## config.mk

```make
export PLATFORM = sky130hd
export DESIGN_NAME = sync_fifo_ctrl
export DESIGN_NICKNAME = d
export VERILOG_FILES = /design/src/rtl/sync_fifo_ctrl.sv
export SDC_FILE = /design/constraint.sdc
export NUM_CORES = 1
export LEC_CHECK = 0
export ABC_AREA = 0
export CAP_MARGIN = 20
export CELL_PAD_IN_SITES_DETAIL_PLACEMENT = 1
export CELL_PAD_IN_SITES_GLOBAL_PLACEMENT = 1
export CORE_MARGIN = 5
export CORE_UTILIZATION = 25
export CTS_CLUSTER_SIZE = 25
export DETAILED_ROUTE_END_ITERATION = 6
export PLACE_DENSITY_LB_ADDON = 0.1
export SLEW_MARGIN = 20
export SYNTH_ARGS = -nofsm -noshare
export SYNTH_HDL_FRONTEND = slang
export SYNTH_SLANG_ARGS = --single-unit
```

## constraint.sdc

```tcl
create_clock -name clk -period 8.2 [get_ports clk]
set_input_delay 1.23 -clock clk [delete_from_list [all_inputs] [get_ports clk]]
set_output_delay 1.23 -clock clk [all_outputs]
set_load 0.03 [all_outputs]
```

## src/rtl/sync_fifo_ctrl.sv

```systemverilog
// sync_fifo_ctrl
//   Single-clock FIFO with storage, pointers and status in one block.
//   Read data is registered and qualified by a one-cycle rd_valid strobe.
//   Status (count, full, empty, almost flags) comes from the registered
//   pointers only, so it changes in the cycle after an accepting edge.
//
// Ports
//   clk           rising-edge clock
//   rst_n         asynchronous active-low reset
//   w_en/data_in  write request and data
//   r_en          read request
//   flush         synchronous clear of pointers (contents discarded)
//   clr_err       synchronous clear of sticky overflow/underflow
//   data_out      registered read data, holds between reads
//   rd_valid      data_out was updated on the last edge
//   full/empty    DEPTH / zero entries stored
//   almost_full   count >= AFULL_TH
//   almost_empty  count <= AEMPTY_TH
//   count         occupancy, 0..DEPTH
//   overflow      sticky: write attempted while full
//   underflow     sticky: read attempted while empty

module sync_fifo_ctrl #(
  parameter int DATA_WIDTH = 8,
  parameter int DEPTH      = 8,
  parameter int PTR_WIDTH  = 3,
  parameter int AFULL_TH   = 6,
  parameter int AEMPTY_TH  = 2
) (
  input  logic                  clk,
  input  logic                  rst_n,
  input  logic                  w_en,
  input  logic [DATA_WIDTH-1:0] data_in,
  input  logic                  r_en,
  input  logic                  flush,
  input  logic                  clr_err,
  output logic [DATA_WIDTH-1:0] data_out,
  output logic                  rd_valid,
  output logic                  full,
  output logic                  empty,
  output logic                  almost_full,
  output logic                  almost_empty,
  output logic [PTR_WIDTH:0]    count,
  output logic                  overflow,
  output logic                  underflow
);

  localparam logic [PTR_WIDTH:0] PTR_ONE  = {{PTR_WIDTH{1'b0}}, 1'b1};
  localparam logic [PTR_WIDTH:0] AFULL_C  = (PTR_WIDTH+1)'(AFULL_TH);
  localparam logic [PTR_WIDTH:0] AEMPTY_C = (PTR_WIDTH+1)'(AEMPTY_TH);

  logic [DATA_WIDTH-1:0] mem [DEPTH];
  logic [PTR_WIDTH:0]    wptr;
  logic [PTR_WIDTH:0]    rptr;
  logic                  wr_acc;
  logic                  rd_acc;

  // Accepts use the flags held at the start of the cycle; flush drops both.
  assign wr_acc = w_en & ~full  & ~flush;
  assign rd_acc = r_en & ~empty & ~flush;

  // Extra MSB on each pointer tells full (MSBs differ) from empty (equal).
  assign count        = wptr - rptr;
  assign empty        = (wptr == rptr);
  assign full         = (wptr[PTR_WIDTH] != rptr[PTR_WIDTH]) &&
                        (wptr[PTR_WIDTH-1:0] == rptr[PTR_WIDTH-1:0]);
  assign almost_full  = (count >= AFULL_C);
  assign almost_empty = (count <= AEMPTY_C);

  // Storage is deliberately not reset.
  always_ff @(posedge clk) begin
    if (wr_acc) begin
      mem[wptr[PTR_WIDTH-1:0]] <= data_in;
    end
  end

  always_ff @(posedge clk or negedge rst_n) begin
    if (!rst_n) begin
      wptr     <= '0;
      rptr     <= '0;
      data_out <= '0;
      rd_valid <= 1'b0;
    end else if (flush) begin
      wptr     <= '0;
      rptr     <= '0;
      rd_valid <= 1'b0;
    end else begin
      if (wr_acc) begin
        wptr <= wptr + PTR_ONE;
      end
      if (rd_acc) begin
        data_out <= mem[rptr[PTR_WIDTH-1:0]];
        rptr     <= rptr + PTR_ONE;
        rd_valid <= 1'b1;
      end else begin
        rd_valid <= 1'b0;
      end
    end
  end

  // Error flags: a new error in the same cycle as clr_err keeps the flag set.
  always_ff @(posedge clk or negedge rst_n) begin
    if (!rst_n) begin
      overflow  <= 1'b0;
      underflow <= 1'b0;
    end else begin
      if (w_en && full) begin
        overflow <= 1'b1;
      end else if (clr_err) begin
        overflow <= 1'b0;
      end
      if (r_en && empty) begin
        underflow <= 1'b1;
      end else if (clr_err) begin
        underflow <= 1'b0;
      end
    end
  end

endmodule

```

==> results_slide.txt, run 1 <==
Flow Results at a Glance

Logic synthesis
  – Seq/Total Area, Yosys: 70.31%
  – Synth top area share: about 56%
  – Cell Type Count: 29
  – Mean post-synth cell area: 16.71 um^2
  – Synth Instances: 204
  – Top FF cell, synth: edfxtp_1
  – Post-synth design cell area: 3410 um^2
  – Syn_nets: 224
  – Top cells by count: edfxtp_1, dfrtp_1, mux4_2, nor2_1, nand2_1
  – EDFF count, synth: 64
  – Yosys cell count: ~200
  – Yosys top cell by instances: edfxtp_1

Critical path
  – CP bufs+invs: 2
  – CP max stage delay: about 1.0 ns
  – Worst setup EP type: output port
  – Crit path depth: 7
  – Arr. time, crit path: 3.11 ns
  – R2R depth: 6
  – Type of origin of the critical path: flop
  – Worst setup path endpoint: almost_full
  – Crit-path cells: inv_1 -> ha_1 -> nor2b_1 -> o21ai_0 -> a21oi_1 -> o21ai_0 -> clkdlybuf4s50_1
  – Top delay family on crit path: flip-flops
  – Critical path's slowest cell: dfrtp_1
  – Setup CP Type: reg2out

Detailed routing
  – Iter 0 DRT Violations: 68
  – Pre-Repair DR Iteration Count: 4
  – Residual DRC: 0
  – WL final: 7407 um
  – Antenna viol nets, final: 0
  – Via/cell ratio: 4.246

Die
  – Row cnt: 42
  – Die Area: about 16000 um^2
  – Initial core utilization: 25.64%

Clocking
  – H-tree depth: 3
  – Num CTS Buffers: 9
  – Clk slew on worst S/H paths: 0.06 ns
  – Clock Path Buffers: 2
  – Clock Root Buffer: clkbuf_16
  – CTS tree: yes
  – CTS Hold Bufs: 0
  – Post-CTS resize count: 0

Placed design
  – Dpl ws: 4.133 ns
  – Detailed Place HPWL: ~4800 um

Timing
  – Tmin final: 4.336 ns
  – Setup TNS: 0 ns
  – RSZ-0062 raised after global routing: false
  – Final-report max-slew violation count: 0
  – Measured slew at the worst slew-check pin: 1.038 ns
  – Post-route setup slack: 3.864 ns

Global route
  – M3 GR Usage: 2.648%
  – First-pass GRT wire length: 11830 um
  – Initial antenna violation count: 0
  – Largest net degree at the start of global routing: 22

Cells and area
  – Syn-to-layout area delta: 23.19%
  – Nets@finish: between 200 and 300
  – ANT cells: 0

Run
  – Max_cap viols: 0
  – Tool warnings: 26

Run status
  – Status: complete, no violations

Power and ir drop
  – Max VDD drop: 0.1043 mV

Min path
  – Hold Startpoint: data_out[6]
  – WHS Path Cells: 2
-- run 1: placed cells by master, fill, tap and decap left out, types with 4 or more instances in the layout --
cell and n:
nor2_1 16, clkdlybuf4s50_1 32, o211ai_1 4, ha_1 5, dfrtp_1 19, o21ai_0 12
mux2i_1 10, nand2_1 13, clkbuf_16 9, inv_1 11, mux4_2 16, edfxtp_1 64
-- run 1: flip-flops by register name (all words and copies together) (netlist names) --
register   count
data_out       8
rptr           4
underflow      1
wptr           4
overflow       1
rd_valid       1
mem           64
-- run 1: layer usage --
layer / wire length, um / vias up
li1: - / 845
met1: 3510 / 913
met2: 3549 / 29
met3: 248 / 9
met4: 98 / 0
met5: 0 / -
-- run 1: final cells by class --
cell class	instances	area, um^2
Clock buffer	12	236.5
Clock inverter	4	26.28
Fill cell	1398	9095
Inverter	11	41.29
Multi-Input combinational cell	103	943.4
Sequential cell	83	2397
Tap cell	176	220.2
Timing Repair Buffer	34	335.3
-- run 1: where the power goes --
part | internal [uW] | switching [uW]
Sequential | 484 | 20.2
Clock | 206 | 159
Combinational | 131 | 170
-- run 1: stage by stage --
stage                     util (%)  total power, uW  instance area (um^2)
after floorplan                  -            699.1                  3410
final                        31.59             1169                  4200
after detailed placement     29.56            821.0                  3930
after CTS                    31.54             1189                  4193
after global placement       29.56            819.8                  3930
after global routing         31.59             1232                  4200
-- run 1: kinds of logic (layout without fill, tap and decap cells) --
family / count (synthesis) / in the layout / share of synthesized area, %
AND-OR/OR-AND: 23 / 23 / 3.853
XOR/XNOR: 8 / 8 / 2.496
adder cells (fa/ha/maj): 6 / 6 / 2.422
AND/OR/NAND/NOR: 40 / 40 / 5.102
multiplexers: 26 / 26 / 13.50
buffers and inverters: 18 / 61 / 2.312
flip-flops: 83 / 83 / 70.31
Fig. 1: run 1, metal layers overlaid
Scale: 3 px per um.
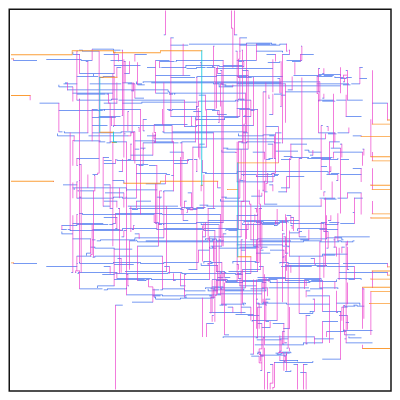
| color | layer | wire length |
|---|---|---|
| cyan | M4 | 98.8 um |
| blue | M1 | 3510 um |
| orange | M3 | 249 um |
| magenta | M2 | 3550 um |
vias: 1796
Overall Global Routing Usage: 10.08%
WL/cell: 17.51 um

Fig. 2: run 1, I/O nets highlighted
Scale: 3 px per um.
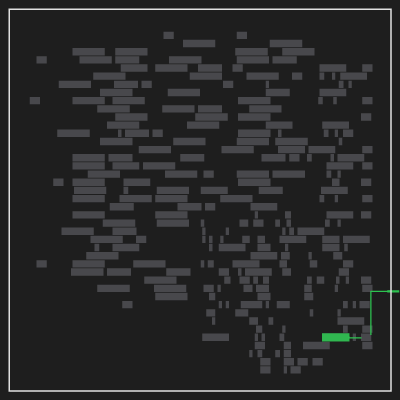
| color | port | bits | direction | end cells | buffers | wire |
|---|---|---|---|---|---|---|
| green | overflow | 1 | output | 1 | 1 | 25.1 um |
IO Pins: 33
I/O Buffers: 32

Fig. 3: run 1, pin map
Scale: 2 px per um. Pins as bars across the die edge, other pins in gray.
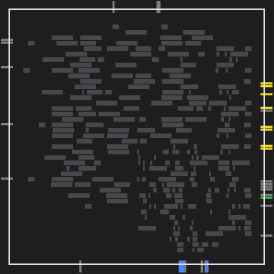
| color | port | pins | direction | edge |
|---|---|---|---|---|
| yellow | data_out | 8 | output | right |
| blue | count | 4 | output | bottom |
| green | overflow | 1 | output | right |
all pins by edge: 17 right, 8 bottom, 5 left, 3 top
Die Width: 126.8 um
Chip Height: 126.8 um

Fig. 4: run 1, routing congestion
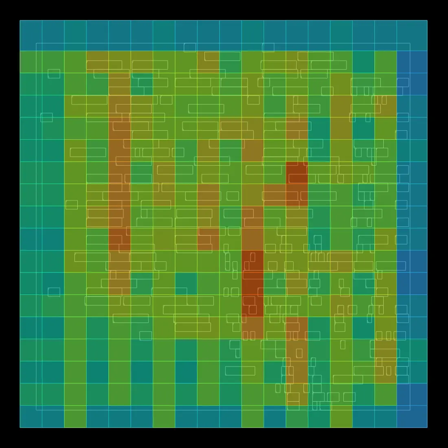
Finished Core Util: 31.59%
GRT met2 Usage: 15.75%
GR peak layer: met2
M1 GR Usage: 13.23%

==> run 2: changes to the inputs <==
==> constraint.sdc (replaced) <==
create_clock -name clk -period 4.34 [get_ports clk]
set_input_delay 0.651 -clock clk [delete_from_list [all_inputs] [get_ports clk]]
set_output_delay 0.651 -clock clk [all_outputs]
set_load 0.03 [all_outputs]
==> run 2 against run 1 <==
Effect of this change:
- sequential cell count unchanged
- design area increased by 3.0%
- register-to-register slack worse by 3.0 ns
- die size stayed put
- total power is 98% higher
- synthesized cell count stayed put
- clock skew fell by 0.0013 ns
- setup slack lost 2.7 ns
- combinational power increased by 94%
- sequential share of layout area decreased by 1.7 points
==> results_slide.txt, run 2 <==
Flow Results at a Glance

Cells and area
  – Top logic cells by instance count in the layout: edfxtp_1, clkdlybuf4s50_1, dfrtp_1, nor2_1, mux4_2
  – Most frequent logic cell in the layout: edfxtp_1
  – Fillers: 1412 (+1.0%)
  – Logic area: 933.4 um^2 (-1.1%)
  – Nets@finish: 274 (+4.6%)
  – Max reg flops: 64 (unchanged)

Logic synthesis
  – Yosys cell count: 204 (unchanged)
  – EDFF count, synth: 64 (unchanged)
  – Seq/Total Area, Yosys: 70.31% (unchanged)
  – Top cells by count: edfxtp_1, dfrtp_1, mux4_2, nor2_1, nand2_1
  – Yosys top cell by instances: edfxtp_1
  – Top non-seq family: multiplexers
  – Top FF cell, synth: edfxtp_1
  – Syn_nets: 224 (unchanged)
  – XOR-XNOR Cells, Area Fraction: 2.495% (unchanged)
  – Cell Type Count: 29 (unchanged)
  – Post-synth design cell area: 3410 um^2 (unchanged)
  – Mean post-synth cell area: 16.71 um^2 (unchanged)

Power and ir drop
  – Switching Power: 653.3 uW (+87%)
  – Pwr Total: 2318 uW (+98%)
  – Flop+latch power: 946 uW (+88%)
  – Internal: 1665 uW (+100%)
  – Clk network pwr share: 34.0% (+2.8 points)
  – Max VDD drop: 0.2506 mV (+140%)
  – Total combinational power: 584 uW (+94%)
  – Clock group: 788 uW (+120%)
  – Pwr top: sequential cells

Clocking
  – CTS tree: yes
  – H-tree depth: 3 (unchanged)
  – CTS Hold Bufs: 0 (unchanged)
  – Clk slew on worst S/H paths: 0.06 ns (about the same)
  – Post-CTS resize count: 0 (unchanged)

Critical path
  – Worst setup EP type: output port
  – Critical path's slowest cell: clkdlybuf4s50_1
  – Type of origin of the critical path: flop
  – CP max stage delay: 0.69 ns (-0.31 ns)
  – Setup CP Type: reg2out
  – R2R depth: 8 (+2)

Die
  – IO Pins: 33 (unchanged)
  – Chip Height: 126.8 um (unchanged)
  – Die Width: 126.8 um (unchanged)

Detailed routing
  – Via/cell ratio: 4.161 (-2.0%)
  – Met1 WL: 3586 um (+2.2%)
  – Met3 WL post-DR: 434 um (+75%)
  – WL final: 7658 um (+3.4%)
  – Antenna viol nets, final: 0 (unchanged)
  – Highest metal used: met4
  – Iter 0 DRT Violations: 66 (-2.9%)

Timing
  – Setup TNS: 0 ns (unchanged)
  – Final-report max-slew violation count: 0 (unchanged)
  – Measured slew at the worst slew-check pin: 0.9143 ns (-0.1235 ns)

Global route
  – Largest net degree at the start of global routing: 20 (-9.1%)
  – First-pass GRT wire length: 12170 um (+2.9%)
  – GR peak layer: met2
  – GRT met2 Usage: 16.34% (+0.59 points)
  – M3 GR Usage: 4.077% (+1.4 points)

Placed design
  – Detailed Place HPWL: 5437 um (+12%)
  – I/O Buffers: 32 (unchanged)

Min path
  – WHS Path Cells: 2 (unchanged)

Run status
  – Status: complete, no violations

Run
  – Max_cap viols: 0 (unchanged)
[run 2: cell counts after synthesis]
Identical to the previous run, type by type.
[run 2: logic make-up after synthesis]
| family | count (synthesis) |
|---|---|
| flip-flops | 83 |
| adder cells (fa/ha/maj) | 6 |
| AND-OR/OR-AND | 23 |
| AND/OR/NAND/NOR | 40 |
| XOR/XNOR | 8 |
| multiplexers | 26 |
| buffers and inverters | 18 |
[run 2: critical path: cells and delay by family (launching register included)]
kind	cells	cell delay, ns
buffers and inverters	2	0.79
adders and majority gates	2	0.63
DFF	1	0.39
xor gates and xnor gates	1	0.25
and+or+nand+nor	1	0.09
AOI/OAI and AO/OA	1	0.08
[run 2: cell type report]
type / count / area share (%)
clock buffers: 10 / 5.292
clock inverters: 6 / 1.851
inverters: 11 / 0.9543
multi-input cells: 103 / 21.57
flip-flops and latches: 83 / 55.41
well taps: 176 / 5.090
repair buffers: 46 / 9.832
[run 2: path summary, 6_finish.rpt]
| path | end | start | slack, ns |
|---|---|---|---|
| worst max-delay path | almost_full | wptr[0] | 1.14 |
| worst min-delay path | data_out[0] | data_out[0] | 0.48 |
| worst max register to register | mem[2][0] | rptr[2] | 1.64 |
| worst min register to register | data_out[0] | data_out[0] | 0.48 |
| max in group asynchronous | data_out[4] | rst_n | 2.94 |
| min in group asynchronous | overflow | rst_n | 0.83 |
[run 2: stage by stage]
stage	util (%)	instances	setup WS, ns	hold WS, ns
3_3_place_gp	30.22	419	1.474	0.4630
3_5_place_dp	30.22	419	1.454	0.4733
4_1_cts	32.54	435	1.065	0.4872
2_1_floorplan	-	204	1.438	0.3554
6_report	32.54	435	1.135	0.4787
5_1_grt	32.54	435	0.8575	0.5090
Fig. 5: run 2, routing congestion
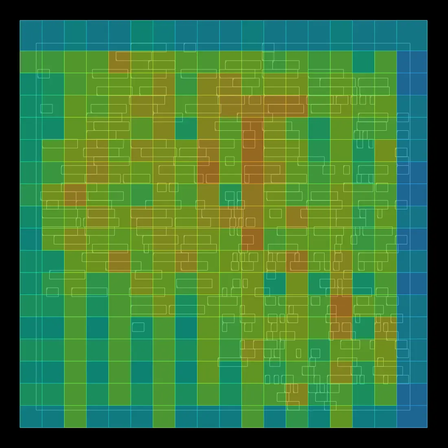
Overall Global Routing Usage: 10.39%
WL/cell: 17.60 um
M1 GR Usage: 13.47%

Power figures rest on the tool's default switching activity, not on a simulated workload.
